<file path="config.mk">
export PLATFORM = sky130hd
export DESIGN_NAME = simon_seq_player
export DESIGN_NICKNAME = d
export VERILOG_FILES = /design/src/rtl/simon_seq_player.sv
export SDC_FILE = /design/constraint.sdc
export NUM_CORES = 1
export LEC_CHECK = 0
export CAP_MARGIN = 25
export CORE_AREA = 3 3 50 52
export CTS_CLUSTER_DIAMETER = 100
export DETAILED_ROUTE_END_ITERATION = 8
export DIE_AREA = 0 0 53 55
export MAX_ROUTING_LAYER = met4
export PLACE_DENSITY_LB_ADDON = 0.15
export SETUP_SLACK_MARGIN = 0.2
export SLEW_MARGIN = 30
export SYNTH_ARGS = -nofsm -noshare
export SYNTH_HDL_FRONTEND = slang
export SYNTH_SLANG_ARGS = --single-unit
</file>
<file path="constraint.sdc">
create_clock -name clk -period 3.53 [get_ports clk]
set_input_delay 0.353 -clock clk [delete_from_list [all_inputs] [get_ports clk]]
set_output_delay 0.353 -clock clk [all_outputs]
set_load 0.005 [all_outputs]
</file>
<file path="src/rtl/simon_seq_player.sv">
// simon_seq_player: plays a stored sequence of 2-bit symbols on a one-hot LED
// display. Each symbol is fetched from an external ROM with a one-clk read
// latency, shown for ON_TICKS tick-high cycles and, when the gap feature is
// built in, followed by a dark gap of OFF_TICKS tick-high cycles.
//
// Build option: define SIMON_SEQ_PLAYER_GAP_EN to include the dark gap (OFF
// state). Without it, a symbol advances straight to the next fetch after its
// ON period and OFF_TICKS only contributes to the tick counter width.
module simon_seq_player #(
    parameter int DEPTH     = 4,
    parameter int AW        = 4,
    parameter int ON_TICKS  = 2,
    parameter int OFF_TICKS = 1
) (
    input  logic          clk,
    input  logic          reset,
    input  logic          tick,
    input  logic          start,
    input  logic [AW-1:0] len,
    output logic [AW-1:0] rd_addr,
    input  logic [1:0]    rd_data,
    output logic [3:0]    led,
    output logic          busy,
    output logic          done
);

    localparam int MAXT = (ON_TICKS > OFF_TICKS) ? ON_TICKS : OFF_TICKS;
    localparam int CW   = (MAXT > 1) ? $clog2(MAXT) : 1;

    localparam logic [CW-1:0] ON_LAST  = CW'(ON_TICKS - 1);
`ifdef SIMON_SEQ_PLAYER_GAP_EN
    localparam logic [CW-1:0] OFF_LAST = CW'(OFF_TICKS - 1);
`endif
    localparam logic [AW-1:0] DEPTH_A  = AW'(DEPTH);

    typedef enum logic [2:0] {
        S_IDLE,
        S_FETCH,
        S_LATCH,
        S_ON,
`ifdef SIMON_SEQ_PLAYER_GAP_EN
        S_OFF,
`endif
        S_DONE
    } state_t;

    state_t        state, state_n;
    logic [CW-1:0] cnt, cnt_n;
    logic [AW-1:0] idx, idx_n;
    logic [AW-1:0] len_q, len_n;
    logic [AW-1:0] addr_n;
    logic [1:0]    sym, sym_n;
    logic [3:0]    led_n;
    logic          busy_n, done_n;
    logic          advance;

    // State, datapath and registered outputs; everything clears asynchronously.
    always_ff @(posedge clk or posedge reset) begin
        if (reset) begin
            state   <= S_IDLE;
            cnt     <= '0;
            idx     <= '0;
            len_q   <= '0;
            sym     <= '0;
            rd_addr <= '0;
            led     <= '0;
            busy    <= 1'b0;
            done    <= 1'b0;
        end else begin
            // NOTE: non-blocking assignments so every register samples the
            // pre-edge values regardless of statement order.
            state   <= state_n;
            cnt     <= cnt_n;
            idx     <= idx_n;
            len_q   <= len_n;
            sym     <= sym_n;
            rd_addr <= addr_n;
            led     <= led_n;
            busy    <= busy_n;
            done    <= done_n;
        end
    end

    // Next-state and next-output logic; outputs are derived from the next
    // state so the registered outputs line up with the state they describe.
    always_comb begin
        // NOTE: every signal gets a default first so no path infers a latch.
        state_n = state;
        cnt_n   = cnt;
        idx_n   = idx;
        len_n   = len_q;
        sym_n   = sym;
        addr_n  = rd_addr;
        advance = 1'b0;

        case (state)
            S_IDLE: begin
                if (start) begin
                    len_n   = (len > DEPTH_A) ? DEPTH_A : len;
                    idx_n   = '0;
                    addr_n  = '0;
                    state_n = (len == '0) ? S_DONE : S_FETCH;
                end
            end
            S_FETCH: state_n = S_LATCH;
            S_LATCH: begin
                sym_n   = rd_data;
                cnt_n   = '0;
                state_n = S_ON;
            end
            S_ON: begin
                if (tick) begin
                    if (cnt == ON_LAST) begin
                        cnt_n = '0;
`ifdef SIMON_SEQ_PLAYER_GAP_EN
                        state_n = S_OFF;
`else
                        advance = 1'b1;
`endif
                    end else begin
                        cnt_n = cnt + CW'(1);
                    end
                end
            end
`ifdef SIMON_SEQ_PLAYER_GAP_EN
            S_OFF: begin
                if (tick) begin
                    if (cnt == OFF_LAST) begin
                        cnt_n   = '0;
                        advance = 1'b1;
                    end else begin
                        cnt_n = cnt + CW'(1);
                    end
                end
            end
`endif
            S_DONE:  state_n = S_IDLE;
            default: state_n = S_IDLE;
        endcase

        // Finished showing a symbol: either the sequence is complete or the
        // next entry is fetched.
        if (advance) begin
            if (idx + AW'(1) == len_q) begin
                state_n = S_DONE;
            end else begin
                idx_n   = idx + AW'(1);
                addr_n  = idx + AW'(1);
                state_n = S_FETCH;
            end
        end

        led_n  = (state_n == S_ON) ? (4'b0001 << sym_n) : 4'b0000;
        busy_n = (state_n != S_IDLE) && (state_n != S_DONE);
        done_n = (state_n == S_DONE);
    end

endmodule

</file>
Run 1, cells by drive strength:
(6 px per micron)
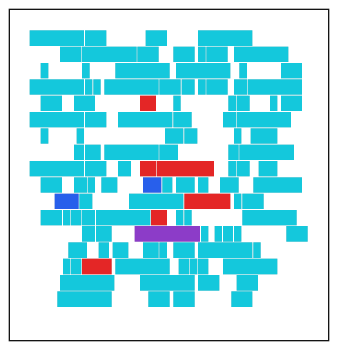
[drive 3 to 4] red | cells: 6 | share: 5.1%
[drive 2] blue | cells: 2 | share: 1.7%
[drive 1 or less] cyan | cells: 109 | share: 92%
[drive 6 and up] purple | cells: 1 | share: 0.85%
fin area: 1360 sq um
setup ws final: 1590 ps

Run 1, cell density map:
(6 px per micron) 11 x 11 tiles, from dark blue (low) to red (high), 0 to 100% covered.
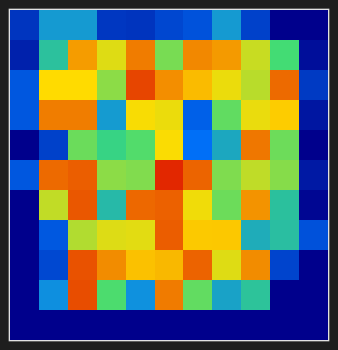
fullest tile: 96%
mean over tiles: 46%
densest ninth of the die: centre
nearly empty tiles: 19%
emptiest ninth of the die: south-east
Pre-Place Util: 0.514
Finished Core Util: 0.633
CORE AREA: 2150 sq um

==> results.cfg, run 1 <==
; yosys + openroad results
[worst_setup_path]
crit_fanout = 8
startpoint_type = flip-flop
endpoint = rd_addr[2]
slowest_delay_ps = 480
r2r-end = rd_addr[2]
cp.depth = 5
startpoint = idx[0]
crit_arrival_ps = 2180
slowest_stage = dfrtp_1
critical_path_buf_inv_count = 0
reg2reg_slack_ps = 1590
path_class = reg2reg
end_kind = flip-flop
crit_required_ps = 3770
reg2reg_depth = 5
r2r_start = idx[0]
path_cells = ha_1, xnor2_1, nand3_1, o21ai_2, mux2i_1
path_delay_family = flip-flops

[placement]
gp_congestion = 0.756
port_buffers = 19
dpl.hpwl_microns = 1370
dp.cells = 142
place_area_sq_um = 1310
dp_slack_ps = 1520

[routing]
topRoutingLayerUsed = met4
drc = 0
met1_length_microns = 870
route.met2.wl_microns = 908
wl_per_cell_microns = 12.6
vias_per_cell = 5.18
drt_iter0_markers = 6
routed_wl_microns = 1840
vias = 756
ant_nets = 0
drt-pass1-iter-count = 4
met3WireLength_microns = 43

[global_routing]
top_usage_layer = met2
use_met1 = 0.175
overflow = 0
met3_usage = 0.0241
use_met2 = 0.260
antenna_found_initial = 0
grt_max_degree = 25
grt_use_total = 0.151
grt_pass1_vias = 724
grt_pass1_wl_microns = 3120

[sta]
holdWs_ps = 405
finalCriticalPeriod_ps = 1940
min_period_over_period = 0.550
hold_violations = 0
slew_headroom = 0.436
max_freq_mhz = 515
rsz0062_at_grt = false
worstMarginPinSlew_ps = 840
setup_viol = 0
fin_tns_setup_ps = 0
slew_viol_final = 0
fin_skew_ps = 5.47

[logic_synthesis]
ys_sh_aoi = 0.101
ys_sh_mux = 0.0464
adder_share = 0.0113
edf_count = 0
common_cells = dfrtp_1 (24), inv_1 (11), nand2_1 (8)
ys_area_sq_um = 1100
logic_family = simple AND/OR/NAND/NOR gates
postSynthAreaPerCell_sq_um = 11.4
synth_flops = 24
synthArstFlopShare = 1.00
fp_nets = 108
synth_cell_types = 30
synth_seq_share = 0.544
area_leaders = dfrtp_1 (54%), inv_1 (3.7%), mux2i_1 (3.6%), o22ai_1 (3.4%), xnor2_1 (3.2%)
xor_area_frac = 0.0680
top_area_frac = 0.544
syn_inst = 97
top_area_cell = dfrtp_1
ff_type = dfrtp_1
yosysCellCount = 97
top_cell = dfrtp_1
yosysWarnings = 0
syn_area_sq_um = 1100
synthSimpleGateAreaFrac = 0.172

[clock_network]
clk_latency_ps = 310
ctsResizeCount = 0
postCtsSetupBuffers = 0
cts_tree = yes
cts-root-buf = clkbuf_4
cts_htree_levels = 1
numCtsBuffers = 3
cts_num_sinks = 24
cts_hold_buf = 0
path_clk_slew_ps = 130
clock_path_buffers = 2

[power_and_ir_drop]
p_seq_mw = 0.447
seqPwrFrac = 0.393
power_leader = combinational cells
p_clk_frac = 0.170
power_frac_comb = 0.436
switching_share = 0.338
vdd_drop_max_mv = 0.438
p_leak_nw = 0.613
power_mw = 1.14
pg_comb_mw = 0.496
power_density_nw_per_um2 = 836
intPower_mw = 0.752
pg_clk_mw = 0.193
switchingPower_mw = 0.384

[hold_path]
hold_class = in2async

[cells_and_area]
drive_above_1_share = 0.0763
diodes = 0
final_cells = 146
syn_to_final_growth_pct = 23.1
finalNetCount = 130

[floorplan]
die-area_sq_um = 2920
die_h_microns = 55
ioPinCount = 20
die_w_microns = 53

[run_status]
outcome = complete, no violations

[job]
cap_violations = 0
warnings = 26
Run 1, cell outlines without signal wires:
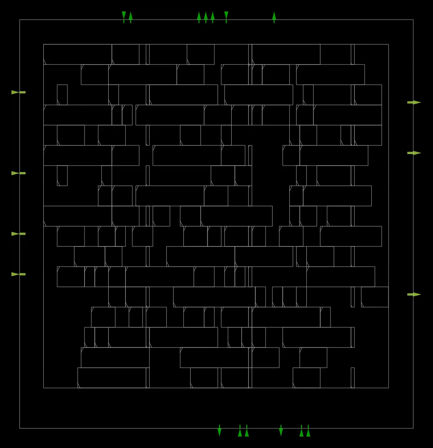
flip-flops: 24
FP Rows: 17
n_taps: 28
Seq/total area: 0.442

-- run 1: final cells by class --
type | instances | area [sq um]
fill | 170 | 788
sequential | 24 | 601
multi-input combinational | 60 | 440
timing repair buffer | 19 | 190
inverter | 11 | 41.3
tap | 28 | 35.0
clock inverter | 1 | 30.0
clock buffer | 3 | 22.5
-- run 1: sequential cells by signal (all words and copies together), names as in the netlist --
name     cells
idx          4
led          4
len_q        4
rd_addr      4
state        3
sym          2
busy         1
cnt          1
done         1
-- run 1: cells in the final DEF, fill, tap and decap left out, types with 2 or more instances in the layout --
cell,n
o21bai_1,2
xor2_1,2
nor2_1,7
nand3_1,5
and2_1,2
dfrtp_1,24
clkbuf_4,3
nor3_1,3
inv_1,10
o22ai_1,6
mux2i_1,4
xnor2_1,4
clkdlybuf4s50_1,19
nand2_1,8
==> run 2: changes to the inputs <==
- CORE_AREA: 3 3 50 52 -> 3 3 54 56
- DIE_AREA: 0 0 53 55 -> 0 0 57 59
- clock period: 3.53 -> 1.6 ns (I/O delays scaled with it)
Run 2, cell outlines without signal wires:
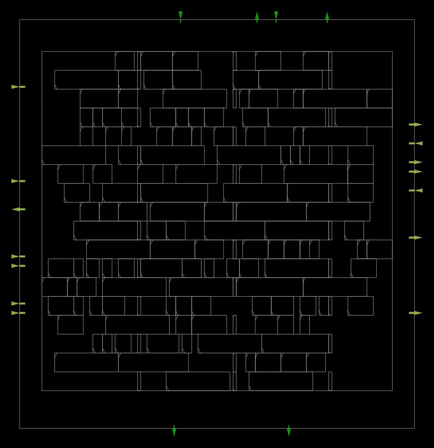
CORE AREA: 2480 sq um
number of fill cells in the layout: 183
FP Rows: 18
Seq/total area: 0.364

Run 2, signal wires on met1:
(10 px per micron) Supply wires on this layer in grey.
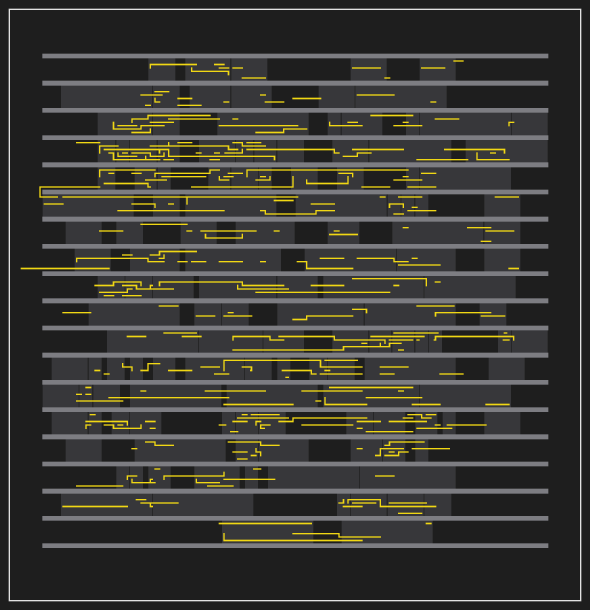
share of all routed wire: 42%
longest straight run: 23.5 microns
main direction: horizontal
nets with wire on the layer: 128
met1 usage: 0.164
via count: 830
final wirelength: 2060 microns

Run 2, cells by drive strength:
(6 px per micron)
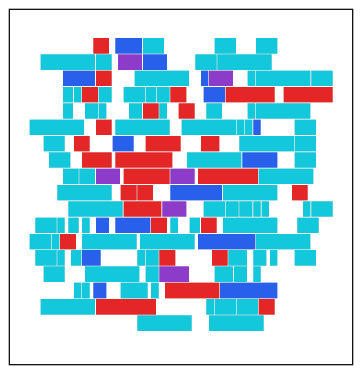
[drive 3 to 4] red | cells: 28 | share: 20%
[drive 1 or less] cyan | cells: 88 | share: 64%
[drive 2] blue | cells: 15 | share: 11%
[drive 6 and up] purple | cells: 6 | share: 4.4%
nonclk buf count: 38
area delta synth->final: 49.9%

==> run 2 against run 1 <==
  * Flip-flop count did not move
  * Wire length rose by 12%
  * Power rose to 2.7 times the previous value
  * Design area rose by 22%
  * Sequential share of layout area fell by 7.8 points
  * Largest power group unchanged
  * Via count rose by 9.8%
  * Clock power rose by 66%
  * First-iteration DRC count rose to 4.0 times the previous value
  * Critical endpoint is now idx[0]
  * Combinational power rose to 3.6 times the previous value
  * Critical path depth fell by 1
==> results.cfg, run 2 <==
; yosys + openroad results
[run_status]
outcome = complete, no violations

[job]
cap_violations = 0
warnings = 29

[power_and_ir_drop]
seqPwrFrac = 0.325
switchingPower_mw = 1.09
p_leak_nw = 0.751
power_frac_comb = 0.572
pg_clk_mw = 0.320
p_seq_mw = 1.01
p_clk_frac = 0.103
power_density_nw_per_um2 = 1880
power_leader = combinational cells
switching_share = 0.352
vdd_drop_max_mv = 1.04
intPower_mw = 2.01
pg_comb_mw = 1.78

[logic_synthesis]
top_area_cell = dfrtp_1
synth_seq_share = 0.544
ys_area_sq_um = 1100
logic_family = simple AND/OR/NAND/NOR gates
synthArstFlopShare = 1.00
ys_sh_mux = 0.0464
fp_nets = 108
syn_inst = 97
synth_cell_types = 30
area_leaders = dfrtp_1 (54%), inv_1 (3.7%), mux2i_1 (3.6%), o22ai_1 (3.4%), xnor2_1 (3.2%)
edf_count = 0
synth_flops = 24
adder_share = 0.0113
ff_type = dfrtp_1
yosysWarnings = 0
ys_sh_aoi = 0.101
syn_area_sq_um = 1100
synthSimpleGateAreaFrac = 0.172
xor_area_frac = 0.0680
common_cells = dfrtp_1 (24), inv_1 (11), nand2_1 (8)
yosysCellCount = 97
postSynthAreaPerCell_sq_um = 11.4
top_cell = dfrtp_1
top_area_frac = 0.544

[clock_network]
numCtsBuffers = 3
cts_num_sinks = 24
clk_latency_ps = 310
ctsResizeCount = 7
postCtsSetupBuffers = 4
cts_tree = yes
path_clk_slew_ps = 130
cts_htree_levels = 1
clock_path_buffers = 2
cts_hold_buf = 0
cts-root-buf = clkbuf_4

[routing]
drt_iter0_markers = 24
met1_length_microns = 855
vias_per_cell = 4.97
met3WireLength_microns = 86
wl_per_cell_microns = 12.3
drt-pass1-iter-count = 4
ant_nets = 0
topRoutingLayerUsed = met4
route.met2.wl_microns = 1070
drc = 0

[global_routing]
antenna_found_initial = 0
top_usage_layer = met2
use_met2 = 0.251
grt_use_total = 0.148
grt_pass1_wl_microns = 3730
met3_usage = 0.0261
overflow = 0
grt_pass1_vias = 885
grt_max_degree = 25

[sta]
min_period_over_period = 0.975
worstMarginPinSlew_ps = 315
fin_tns_setup_ps = 0
slew_headroom = 0.789
finalCriticalPeriod_ps = 1560
setup_viol = 0
fin_skew_ps = 3.79
rsz0062_at_grt = true
slew_viol_final = 0
hold_violations = 0
max_freq_mhz = 641

[cells_and_area]
lay_top_count = dfrtp_1
comb_cells = 60
finalNetCount = 149
largestClassByArea = registers
drive_above_1_share = 0.358
flop-count = 24
clkbuf_count = 4
diodes = 0
non_clock_buffer_area_share = 0.214
nNonClkInverters = 11
comb_share = 0.353
regArea_sq_um = 603
logic_area_sq_um = 584
clkCellAreaFrac = 0.0219
final_area_sq_um = 1660
layout_top_cells = dfrtp_1 (22), clkdlybuf4s50_1 (18), buf_4 (14)
final_cells = 167

[floorplan]
die_h_microns = 59
core_util_floorplan = 0.446
nWellTaps = 30
ioPinCount = 20
die-area_sq_um = 3360
die_w_microns = 57

[worst_setup_path]
crit_fanout = 7
end_kind = flip-flop
slowest_stage = or4b_4
startpoint_type = flip-flop
slowest_delay_ps = 600
crit_required_ps = 1800
critical_path_buf_inv_count = 0
path_cells = or4b_4, nand4_4, a2bb2oi_4, mux2i_1
crit_arrival_ps = 1760
path_class = reg2reg
path_delay_family = simple AND/OR/NAND/NOR gates

[hold_path]
hold_class = in2async

[placement]
port_buffers = 19
dpl.hpwl_microns = 1520
place_area_sq_um = 1470
gp_congestion = 0.776
dp.cells = 158
-- run 2: through the flow --
step                utilization  setup slack, ps  power, mW  hold slack [ps]
finish                    0.669             40.4       3.11              183
CTS                       0.635             32.0       2.95              185
floorplan                     -             27.3       1.98              175
global placement          0.594             -108       2.49              469
global route              0.669            -59.1       3.34              218
detailed placement        0.594             -121       2.53              475
-- run 2: path summary, 6_finish.rpt --
path,from,to,slack (ps),depth (start not counted)
worst min-delay path,reset,led[3],180,3
worst min register to register,len_q[2],len_q[2],530,2
worst max-delay path,state[1],idx[0],40,4
worst max register to register,state[1],idx[0],40,4
max in group asynchronous,reset,idx[0],1170,3
min in group clk,len[0],len_q[0],410,3
-- run 2: tightest hold or removal path, stage by stage --
cell and delay (ps):
clkdlybuf4s50_1 400, inv_1 50, buf_4 290
Power figures rest on the tool's default switching activity, not on a simulated workload.
